File: src/rtl/progmem_loader.sv
// progmem_loader: boot loader that receives a framed byte image
// (A5, LEN_LO, LEN_HI, 4*N data bytes, CSUM), writes it word by word into
// program memory over an Avalon-style master port and keeps the CPU in
// reset until a complete image has loaded with a valid checksum.
module progmem_loader #(
    parameter int          ADDR_WIDTH     = 12,
    parameter int unsigned MAX_WORDS      = 4096,
    parameter int unsigned TIMEOUT_CYCLES = 1000000
) (
    input  logic                  i_clk,
    input  logic                  i_rst,
    input  logic [7:0]            i_rx_data,
    input  logic                  i_rx_valid,
    output logic                  o_rx_ready,
    output logic [ADDR_WIDTH-1:0] o_ctrl_address,
    output logic                  o_ctrl_read,
    output logic                  o_ctrl_write,
    output logic [31:0]           o_ctrl_writedata,
    input  logic                  i_ctrl_waitrequest,
    output logic                  o_cpu_rst_hold,
    output logic                  o_load_busy,
    output logic                  o_load_done,
    output logic [1:0]            o_load_err
);

    localparam int GW = $clog2(TIMEOUT_CYCLES + 1);

    localparam logic [2:0] S_IDLE   = 3'd0;
    localparam logic [2:0] S_LEN_LO = 3'd1;
    localparam logic [2:0] S_LEN_HI = 3'd2;
    localparam logic [2:0] S_DATA   = 3'd3;
    localparam logic [2:0] S_WRITE  = 3'd4;
    localparam logic [2:0] S_CSUM   = 3'd5;

    localparam logic [7:0] SYNC_BYTE = 8'hA5;

    localparam logic [1:0] ERR_NONE    = 2'b00;
    localparam logic [1:0] ERR_CSUM    = 2'b01;
    localparam logic [1:0] ERR_LEN     = 2'b10;
    localparam logic [1:0] ERR_TIMEOUT = 2'b11;

    logic [2:0]            r_state;
    logic                  r_rx_ready;
    logic [7:0]            r_len_lo;
    logic [15:0]           r_len;
    logic [31:0]           r_word;
    logic [1:0]            r_bcnt;
    logic [7:0]            r_acc;
    logic [ADDR_WIDTH-1:0] r_widx;
    logic [GW-1:0]         r_gap;
    logic                  r_ctrl_write;
    logic [ADDR_WIDTH-1:0] r_ctrl_address;
    logic [31:0]           r_ctrl_writedata;
    logic                  r_hold;
    logic                  r_busy;
    logic                  r_done;
    logic [1:0]            r_err;

    logic                  w_xfer;
    logic [15:0]           w_len;
    logic                  w_len_bad;
    logic [7:0]            w_acc_next;
    logic [31:0]           w_word_next;
    logic                  w_last_word;
    logic                  w_gap_run;
    logic                  w_timeout;
    logic [2:0]            w_state_next;

    assign w_xfer      = i_rx_valid && r_rx_ready;
    assign w_len       = {i_rx_data, r_len_lo};
    assign w_len_bad   = (w_len == 16'd0) || (32'(w_len) > MAX_WORDS);
    assign w_acc_next  = r_acc + i_rx_data;
    assign w_word_next = {i_rx_data, r_word[31:8]};
    assign w_last_word = (32'(r_widx) + 32'd1) == 32'(r_len);
    assign w_gap_run   = (r_state == S_LEN_LO) || (r_state == S_LEN_HI) ||
                         (r_state == S_DATA)   || (r_state == S_CSUM);
    assign w_timeout   = w_gap_run && !w_xfer &&
                         ((32'(r_gap) + 32'd1) == TIMEOUT_CYCLES);

    assign o_rx_ready       = r_rx_ready;
    assign o_ctrl_address   = r_ctrl_address;
    assign o_ctrl_read      = 1'b0;
    assign o_ctrl_write     = r_ctrl_write;
    assign o_ctrl_writedata = r_ctrl_writedata;
    assign o_cpu_rst_hold   = r_hold;
    assign o_load_busy      = r_busy;
    assign o_load_done      = r_done;
    assign o_load_err       = r_err;

    // Frame sequencing: next state from the accepted byte, write completion and timeout.
    always_comb begin
        w_state_next = r_state;
        case (r_state)
            S_IDLE: begin
                if (w_xfer && (i_rx_data == SYNC_BYTE)) w_state_next = S_LEN_LO;
            end
            S_LEN_LO: begin
                if (w_timeout)   w_state_next = S_IDLE;
                else if (w_xfer) w_state_next = S_LEN_HI;
            end
            S_LEN_HI: begin
                if (w_timeout)   w_state_next = S_IDLE;
                else if (w_xfer) w_state_next = w_len_bad ? S_IDLE : S_DATA;
            end
            S_DATA: begin
                if (w_timeout)                       w_state_next = S_IDLE;
                else if (w_xfer && (r_bcnt == 2'd3)) w_state_next = S_WRITE;
            end
            S_WRITE: begin
                if (!i_ctrl_waitrequest) w_state_next = w_last_word ? S_CSUM : S_DATA;
            end
            S_CSUM: begin
                if (w_timeout || w_xfer) w_state_next = S_IDLE;
            end
            default: w_state_next = S_IDLE;
        endcase
    end

    // State, handshake, datapath and status registers.
    // rx_ready is registered from the next state so it is low during reset and
    // exactly covers the WRITE cycles without a combinational path from state.
    always_ff @(posedge i_clk or posedge i_rst) begin
        if (i_rst) begin
            r_state          <= S_IDLE;
            r_rx_ready       <= 1'b0;
            r_len_lo         <= '0;
            r_len            <= '0;
            r_word           <= '0;
            r_bcnt           <= '0;
            r_acc            <= '0;
            r_widx           <= '0;
            r_gap            <= '0;
            r_ctrl_write     <= 1'b0;
            r_ctrl_address   <= '0;
            r_ctrl_writedata <= '0;
            r_hold           <= 1'b1;
            r_busy           <= 1'b0;
            r_done           <= 1'b0;
            r_err            <= ERR_NONE;
        end else begin
            r_state    <= w_state_next;
            r_rx_ready <= (w_state_next != S_WRITE);

            // Inter-byte gap: runs while waiting for frame bytes, frozen during a write.
            if (w_gap_run) begin
                if (w_xfer || w_timeout) r_gap <= '0;
                else                     r_gap <= r_gap + GW'(1);
            end else if (r_state == S_IDLE) begin
                r_gap <= '0;
            end

            case (r_state)
                S_IDLE: begin
                    if (w_xfer && (i_rx_data == SYNC_BYTE)) begin
                        r_busy <= 1'b1;
                        r_done <= 1'b0;
                        r_err  <= ERR_NONE;
                        r_hold <= 1'b1;
                        r_acc  <= '0;
                        r_widx <= '0;
                        r_bcnt <= '0;
                    end
                end
                S_LEN_LO: begin
                    if (w_xfer) r_len_lo <= i_rx_data;
                end
                S_LEN_HI: begin
                    if (w_xfer) begin
                        r_len <= w_len;
                        if (w_len_bad) begin
                            r_err  <= ERR_LEN;
                            r_busy <= 1'b0;
                        end
                    end
                end
                S_DATA: begin
                    if (w_xfer) begin
                        r_acc  <= w_acc_next;
                        r_word <= w_word_next;
                        r_bcnt <= r_bcnt + 2'd1;
                        if (r_bcnt == 2'd3) begin
                            r_ctrl_write     <= 1'b1;
                            r_ctrl_address   <= r_widx;
                            r_ctrl_writedata <= w_word_next;
                        end
                    end
                end
                S_WRITE: begin
                    if (!i_ctrl_waitrequest) begin
                        r_ctrl_write <= 1'b0;
                        r_widx       <= r_widx + ADDR_WIDTH'(1);
                    end
                end
                S_CSUM: begin
                    if (w_xfer) begin
                        r_busy <= 1'b0;
                        if (w_acc_next == 8'd0) begin
                            r_done <= 1'b1;
                            r_hold <= 1'b0;
                        end else begin
                            r_err <= ERR_CSUM;
                        end
                    end
                end
                default: ;
            endcase

            if (w_timeout) begin
                r_err  <= ERR_TIMEOUT;
                r_busy <= 1'b0;
                r_bcnt <= '0;
            end
        end
    end

endmodule

File: config.mk
export PLATFORM = sky130hd
export DESIGN_NAME = progmem_loader
export DESIGN_NICKNAME = d
export VERILOG_FILES = /design/src/rtl/progmem_loader.sv
export SDC_FILE = /design/constraint.sdc
export NUM_CORES = 1
export LEC_CHECK = 0
export CAP_MARGIN = 20
export CELL_PAD_IN_SITES_DETAIL_PLACEMENT = 1
export CELL_PAD_IN_SITES_GLOBAL_PLACEMENT = 2
export CORE_MARGIN = 3
export CORE_UTILIZATION = 41
export CTS_CLUSTER_DIAMETER = 30
export DETAILED_ROUTE_END_ITERATION = 12
export PLACE_DENSITY_LB_ADDON = 0.1
export SETUP_SLACK_MARGIN = 0.02
export SYNTH_ARGS = -nofsm -noshare
export SYNTH_HDL_FRONTEND = slang
export SYNTH_SLANG_ARGS = --single-unit
File: constraint.sdc
create_clock -name i_clk -period 8.4 [get_ports i_clk]
set_input_delay 1.26 -clock i_clk [delete_from_list [all_inputs] [get_ports i_clk]]
set_output_delay 1.26 -clock i_clk [all_outputs]
set_load 0.05 [all_outputs]
==> results.json, run 1 <==
{
  "clock_path_buffers": 2,
  "status": "completed",
  "nFillCells": 1804,
  "antenna_found_initial": 0,
  "final_cell_mix": "dfrtp_1 (143), mux2_2 (91), clkdlybuf4s50_1 (62), nand2_1 (44), nor2_1 (36)",
  "peakVddDrop_mv": 0.147,
  "num_rows": 47,
  "drv_slew": 0,
  "routed_wl_um": 18300,
  "grt_max_degree": 84,
  "overflow": 0,
  "power.density_nw_per_um2": 216,
  "synthAoiAreaFrac_pct": 9.66,
  "via_per_inst": 5.62,
  "worstPathCellList": "clkdlybuf4s50_1 -> ha_1 -> fa_1 -> xor2_1 -> or4_1 -> nor3_1 -> nand4b_1 -> a21oi_1 -> a21bo_1",
  "fp_util_pct": 42.4,
  "syn_area_um2": 7110,
  "gp_congestion": 0.788,
  "finalCriticalPeriod_ps": 3830,
  "die_w_um": 138,
  "grt_use_total_pct": 20.6,
  "ys_sh_xor_pct": 4.19,
  "grt_pass1_wl_um": 30100,
  "hold_violations": 0,
  "reg2reg_slack_ps": 5110,
  "setup_viol_count_final": 0,
  "adder_share_pct": 2.22,
  "flop_cell": "dfrtp_1",
  "max-cap-violations": 0,
  "cts_buffers": 17,
  "ys_chip_area_um2": 7110,
  "layout.cells.most_common": "dfrtp_1",
  "cts_tree": "built",
  "clk_latency_ps": 430,
  "wl_per_cell_um": 19.7
}
## run 1: final timing paths
kind | from | endpoint | cells after the start
min in group asynchronous | i_rst | o_ctrl_writedata[3] | 2
worst min-delay path | o_ctrl_write | o_ctrl_write | 2
worst min register to register | o_ctrl_write | o_ctrl_write | 2
worst max-delay path | i_rx_data[0] | o_load_err[0] | 9
worst max register to register | r_gap[0] | r_gap[9] | 8
max in group asynchronous | i_rst | r_len[11] | 4
## run 1: cell type report
cell class / instances / area [µm²] / share of cell area (%)
clock buffers: 19 / 453 / 5.29
well taps: 220 / 275 / 3.21
clock inverters: 13 / 148 / 1.72
inverters: 16 / 65.1 / 0.759
flip-flops and latches: 144 / 3600 / 42.1
multi-input cells: 447 / 3300 / 38.5
repair buffers: 72 / 724 / 8.45
## run 1: report_power, final
group          switching (mW)  total [mW]  leakage [nW]  internal [mW]
logic                   0.141       0.264          1.66          0.123
clock network           0.310       0.768         0.295          0.458
registers              0.0540       0.816          1.94          0.762
## run 1: per-stage QoR
step | utilization, % | area, µm² | setup WS (ps)
6_report | 51.1 | 8570 | 4570
5_1_grt | 51.1 | 8570 | 4390
4_1_cts | 50.9 | 8540 | 4490
3_5_place_dp | 47.4 | 7940 | 4060
3_3_place_gp | 47.2 | 7920 | 4030
2_1_floorplan | - | 7110 | 3280
## run 1: metal layers
metal  GRT usage (%)  share of wire (%)  vias up
met2            36.7                 53       71
li1                -                  -     2442
met1            25.2                 43     2702
met3            4.20                2.8       15
met4            5.76                1.2        0
met5               0                  0        -
## run 1: worst max-delay path: cells and delay by family
kind                       cells  cell delay (ps)
xor gates and xnor gates       1              200
AOI/OAI and AO/OA              2              440
adders and majority gates      2              760
buffers and inverters          1              630
and+or+nand+nor                3              860
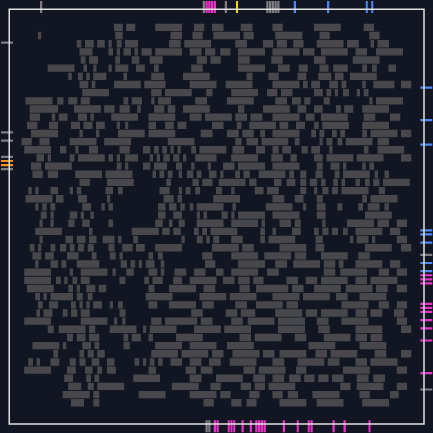
run_1/io_placement.png
(3 px per µm) Pins as bars across the die edge, other pins in grey.
Key: blue = o_ctrl_address [pins 12, direction output, edge 8 right, 4 top]; yellow = i_ctrl_waitrequest [pins 1, direction input, edge top]; orange = o_load_err [pins 2, direction output, edge left]; magenta = o_ctrl_writedata [pins 32, direction output, edge 18 bottom, 10 right, 4 top]
All pins by edge: 20 right, 20 bottom, 17 top, 7 left.

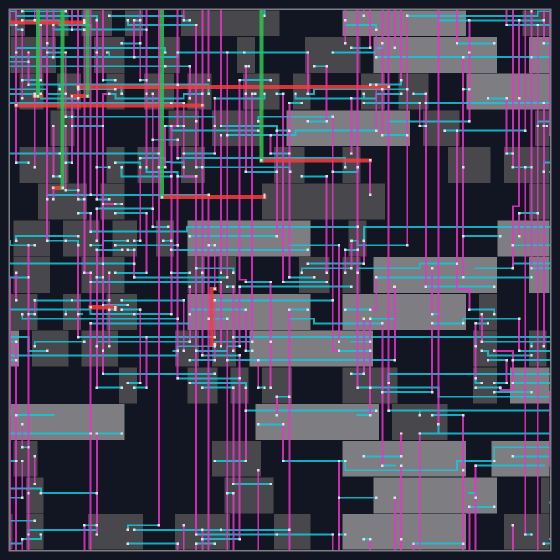
run_1/detail.png
Region (49, 49) to (89, 89) µm. Cells in grey, sequential cells in the stronger grey; small squares are vias.
Key: green = metal 4; cyan = metal 1; magenta = metal 2; red = metal 3
Most frequent: dfrtp_1 (14), nand2_1 (12), mux2_2 (7). Netlist names of flops here include o_ctrl_writedata (4), r_len (4), r_state (3). Sequential cells in the window: 14. 85 logic cells have their middle in the window.

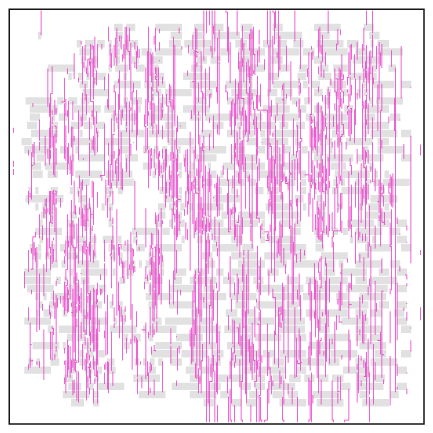
run_1/layer_met2.png
(3 px per µm)
The wires run mostly vertical. The longest straight run is 108 µm.

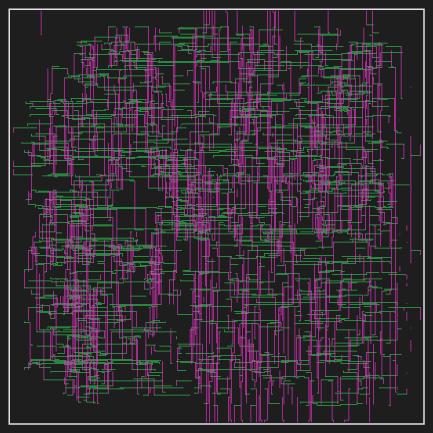
run_1/wires.png
(3 px per µm) Only two layers are drawn.
Key: magenta = metal 2 [wire length 9,710 µm]; green = metal 1 [wire length 7,870 µm]

run_1/placement.png
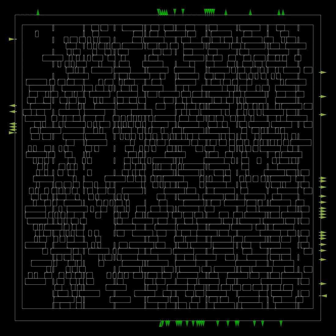

==> run 2, diff against run 1 <==
--- a/config.mk
+++ b/config.mk
@@ -9,7 +9,7 @@
 export CELL_PAD_IN_SITES_DETAIL_PLACEMENT = 1
 export CELL_PAD_IN_SITES_GLOBAL_PLACEMENT = 2
 export CORE_MARGIN = 3
-export CORE_UTILIZATION = 41
+export CORE_UTILIZATION = 38
 export CTS_CLUSTER_DIAMETER = 30
 export DETAILED_ROUTE_END_ITERATION = 12
 export PLACE_DENSITY_LB_ADDON = 0.1
==> constraint.sdc (replaced) <==
create_clock -name i_clk -period 4 [get_ports i_clk]
set_input_delay 0.6 -clock i_clk [delete_from_list [all_inputs] [get_ports i_clk]]
set_output_delay 0.6 -clock i_clk [all_outputs]
set_load 0.05 [all_outputs]
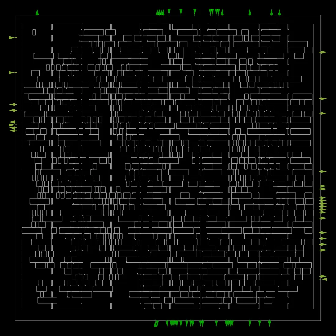
run_2/placement.png
Fill cells: 1,964
Final Util: 47.2%

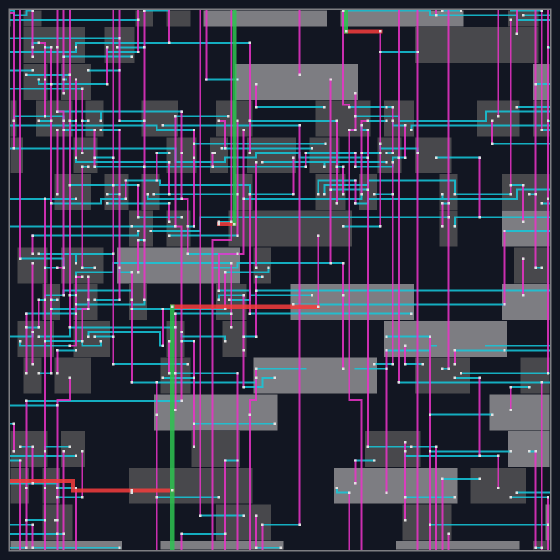
run_2/detail.png
Region (51, 51) to (91, 91) µm. Cells in grey, sequential cells in the stronger grey; small squares are vias.

==> run 2 against run 1 <==
Register-to-register slack got worse by 4300 ps; sequential cell count stayed put; count of clock-buffer cells in the layout is the same; non-clock buffer count rose by 5; critical endpoint is now r_gap[14].
==> results.json, run 2 <==
{
  "clock_path_buffers": 2,
  "clockPowerShare_pct": 40.3,
  "antenna_found_initial": 0,
  "p_sw_share_pct": 27.8,
  "routed_wl_um": 17900,
  "max-cap-violations": 0,
  "whs_endpoint": "o_ctrl_write",
  "internal_power_mw": 2.74,
  "worstPathCellList": "ha_1 -> nand3_1 -> a2111oi_0 -> o32ai_1 -> a22oi_1 -> nor4_4 -> buf_4 -> or4b_2 -> o21ai_1",
  "drt-met1-wl_um": 7960,
  "layout.cells.most_common": "dfrtp_1",
  "grt.busiest_layer": "met2",
  "clk_latency_ps": 420,
  "flop_cell": "dfrtp_1",
  "grt_max_degree": 145,
  "placed_area_um2": 8000,
  "p_switching_mw": 1.06,
  "met1_usage_pct": 23.1,
  "topRoutingLayerUsed": "met4",
  "setup_viol_count_final": 0,
  "grt_pass1_wl_um": 29600,
  "via_per_inst": 5.50,
  "drv_slew": 0,
  "wl_per_cell_um": 18.9,
  "reg2reg_slack_ps": 780,
  "cts_buffers": 17,
  "gp_congestion": 0.814,
  "wl_met2_um": 9270,
  "power.density_nw_per_um2": 443,
  "cp_top_family": "AND-OR/OR-AND gates",
  "fin_area_um2": 8570,
  "num_rows": 49,
  "die_w_um": 143,
  "status": "completed",
  "final_cell_mix": "dfrtp_1 (143), mux2_2 (91), clkdlybuf4s50_1 (62), nand2_1 (44), nor2_1 (36)",
  "use_met3_pct": 3.99,
  "ys_chip_area_um2": 7110,
  "grt_use_met2_pct": 32.2,
  "reg2reg_depth": 9,
  "wl_met3_um": 457,
  "synthArstFlopShare_pct": 100,
  "fin_ws_ps": 782,
  "syn_area_um2": 7110,
  "hold_depth": 2,
  "place_worst_setup_slack_ps": 469,
  "finalCriticalPeriod_ps": 3220,
  "combPwrFrac_pct": 14.7,
  "cts_tree": "built",
  "grt_use_total_pct": 18.4,
  "overflow": 0,
  "cp_num_buf_inv": 1,
  "hold_path.startpoint": "o_ctrl_write"
}
==> run 2: worst max path at each step <==
stage,from,to,slack [ps],depth (start not counted)
6_report,r_gap[0],r_gap[14],780,9
5_1_grt,r_gap[0],r_gap[14],490,9
4_1_cts,r_gap[0],r_gap[14],790,9
3_5_place_dp,i_rx_data[1],o_load_err[0],470,9
3_3_place_gp,i_rx_data[0],o_load_err[0],500,9
2_1_floorplan,r_gap[0],r_gap[14],1430,8
==> run 2: cells by family (layout without fill, tap and decap cells) <==
logic type	count (synthesis)	count (layout)	share of synthesized area, %
mux	99	99	15.5
xor+xnor	34	34	4.19
compound gates	107	107	9.66
fa+ha+maj	12	12	2.22
other cells	1	1	0.0527
simple gates	194	194	14.6
buf+inv	52	125	3.06
flops	144	144	50.7
==> run 2: metrics by stage <==
stage | total power, mW | util (%) | hold slack, ps | cells
after floorplan | 2.12 | - | 475 | 643
after global placement | 2.27 | 44.1 | 462 | 913
after detailed placement | 2.30 | 44.1 | 479 | 913
after CTS | 3.86 | 47.2 | 494 | 945
after global routing | 4.00 | 47.2 | 523 | 945
final | 3.80 | 47.2 | 481 | 945
==> run 2: cell type report <==
| type | instances | area (µm²) | share of cell area (%) |
|---|---|---|---|
| tap | 229 | 287 | 3.34 |
| sequential | 144 | 3600 | 42.1 |
| multi-input combinational | 447 | 3300 | 38.5 |
| clock buffer | 19 | 443 | 5.17 |
| clock inverter | 13 | 126 | 1.47 |
| inverter | 16 | 63.8 | 0.745 |
| timing repair buffer | 77 | 746 | 8.70 |
==> run 2: power groups by stage <==
stage	Clock, mW	Sequential, mW	Combinational [mW]
5_1_grt	1.65	1.73	0.620
4_1_cts	1.58	1.71	0.567
2_1_floorplan	0	1.74	0.383
3_5_place_dp	0	1.74	0.561
3_3_place_gp	0	1.73	0.540
6_report	1.53	1.71	0.557
run_2/io_placement.png
(3 px per µm) Pins as bars across the die edge, other pins in grey.
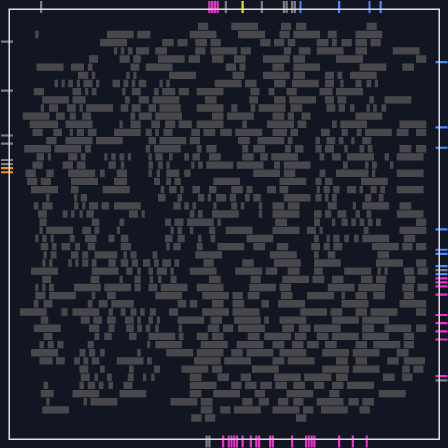

==> run 3, diff against run 2 <==
--- a/config.mk
+++ b/config.mk
@@ -9,7 +9,7 @@
 export CELL_PAD_IN_SITES_DETAIL_PLACEMENT = 1
 export CELL_PAD_IN_SITES_GLOBAL_PLACEMENT = 2
 export CORE_MARGIN = 3
-export CORE_UTILIZATION = 38
+export CORE_UTILIZATION = 35
 export CTS_CLUSTER_DIAMETER = 30
 export DETAILED_ROUTE_END_ITERATION = 12
 export PLACE_DENSITY_LB_ADDON = 0.1
==> constraint.sdc (replaced) <==
create_clock -name i_clk -period 2.8 [get_ports i_clk]
set_input_delay 0.42 -clock i_clk [delete_from_list [all_inputs] [get_ports i_clk]]
set_output_delay 0.42 -clock i_clk [all_outputs]
set_load 0.05 [all_outputs]
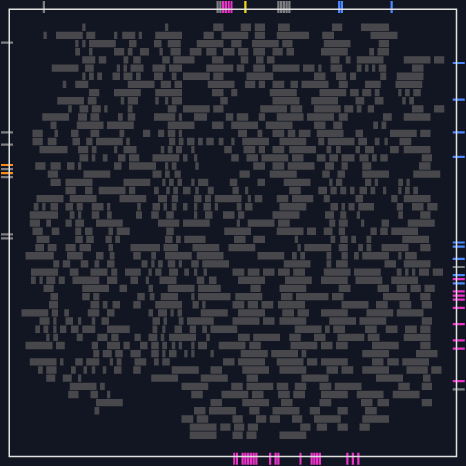
run_3/io_placement.png
(3 px per µm) Pins as bars across the die edge, other pins in grey.
Key: yellow = i_ctrl_waitrequest [pins 1, direction input, edge top]; magenta = o_ctrl_writedata [pins 32, direction output, edge 19 bottom, 9 right, 4 top]; orange = o_load_err [pins 2, direction output, edge left]; blue = o_ctrl_address [pins 12, direction output, edge 9 right, 3 top]

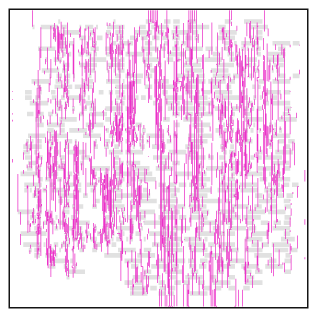
run_3/layer_met2.png
(2 px per µm)
The longest straight run is 85.3 µm. The wires run mostly vertical. The layer holds 50% of the routed length. The layer carries 9,540 µm of wire. 712 nets have wire on it.

==> run 3 against run 2 <==
Die size is 8.2% higher; highest routed layer unchanged; sequential power grew 43%; maximum frequency is 21% higher; register-to-register slack got worse by 640 ps; critical path type unchanged; critical endpoint is now r_gap[1]; largest power group unchanged.
==> results.json, run 3 <==
{
  "seq_area_um2": 3610,
  "drv_slew": 0,
  "rr_endpoint": "r_gap[1]",
  "fp_util_pct": 36.1,
  "worstPathCellList": "ha_2 -> buf_4 -> and3_4 -> nand3b_1 -> a2111oi_4 -> o2111ai_2 -> nor4_4 -> buf_4 -> buf_4 -> nor2_2 -> a22o_1",
  "grt_use_total_pct": 18.0,
  "peakVddDrop_mv": 0.410,
  "ys_chip_area_um2": 7110,
  "place_inst": 998,
  "finalCriticalPeriod_ps": 2660,
  "die_w_um": 149,
  "endpoint": "r_gap[1]",
  "cp_num_buf_inv": 3,
  "setup_viol_count_final": 0,
  "power.density_nw_per_um2": 605,
  "wl_per_cell_um": 18.4,
  "gp_congestion": 0.817,
  "final_cell_mix": "dfrtp_1 (140), mux2_2 (91), buf_4 (63), clkdlybuf4s50_1 (62), nand2_1 (44)",
  "syn_area_um2": 7110,
  "grt_max_degree": 73,
  "place_worst_setup_slack_ps": -324,
  "fin_ws_ps": 142,
  "synthArstFlopShare_pct": 100,
  "antenna_found_initial": 0,
  "clock_path_buffers": 2,
  "final_cells": 1035,
  "reg2reg_depth": 11,
  "overflow": 0,
  "r2r-start": "r_gap[0]",
  "layout.cells.most_common": "dfrtp_1",
  "cts_tree": "built",
  "fin_area_um2": 9240,
  "post-route-util_pct": 46.9,
  "clk_latency_ps": 420,
  "num_rows": 51,
  "crit_path_start": "r_gap[0]",
  "comb_area_um2": 3420,
  "reg2reg_slack_ps": 140,
  "nFillCells": 2128,
  "placed_area_um2": 8480,
  "cp_top_family": "AND-OR/OR-AND gates",
  "routed_wl_um": 19000,
  "status": "completed",
  "grt_pass1_wl_um": 31700
}
-- run 3: netlist changes by cell type in the layout (fill, tap and decap cells not counted), sizes merged --
cell,delta
buf,+55
inv,-3
bufinv,+2
-- run 3: metal layers --
metal | vias to the layer above | part of all wire, % | global-route usage [%]
met1 | 2755 | 47 | 23.6
met4 | 0 | 1.0 | 4.71
met5 | - | 0 | 0
li1 | 2550 | - | -
met3 | 16 | 2.2 | 3.56
met2 | 55 | 50 | 30.8
-- run 3: where the power goes --
part	total [mW]	switching [mW]	internal [mW]
Clock	2.30	0.900	1.40
Sequential	2.45	0.159	2.29
Combinational	0.842	0.438	0.405
-- run 3: kinds of logic after synthesis --
family / synth area share [%]
flip-flops: 50.7
multiplexers: 15.5
AND-OR/OR-AND: 9.66
adder cells (fa/ha/maj): 2.22
buffers and inverters: 3.06
other: 0.0527
AND/OR/NAND/NOR: 14.6
XOR/XNOR: 4.19
-- run 3: metrics by stage --
step	power (mW)	hold slack [ps]
finish	5.59	247
floorplan	3.03	475
global route	5.88	240
detailed placement	3.32	478
global placement	3.27	461
CTS	5.67	229
-- run 3: area by class of cell --
class | count | area share, %
Sequential cell | 144 | 39.0
Multi-Input combinational cell | 447 | 37.0
Timing Repair Buffer | 132 | 13.3
Clock buffer | 19 | 4.68
Tap cell | 265 | 3.59
Clock inverter | 12 | 1.73
Inverter | 16 | 0.690
-- run 3: what timing repair did --
item,CTS,global route
setup endpoints to repair,1,17
setup buffers,0,6
resized,1,26
pin swaps,1,8
Power and IR drop assume default switching activity.
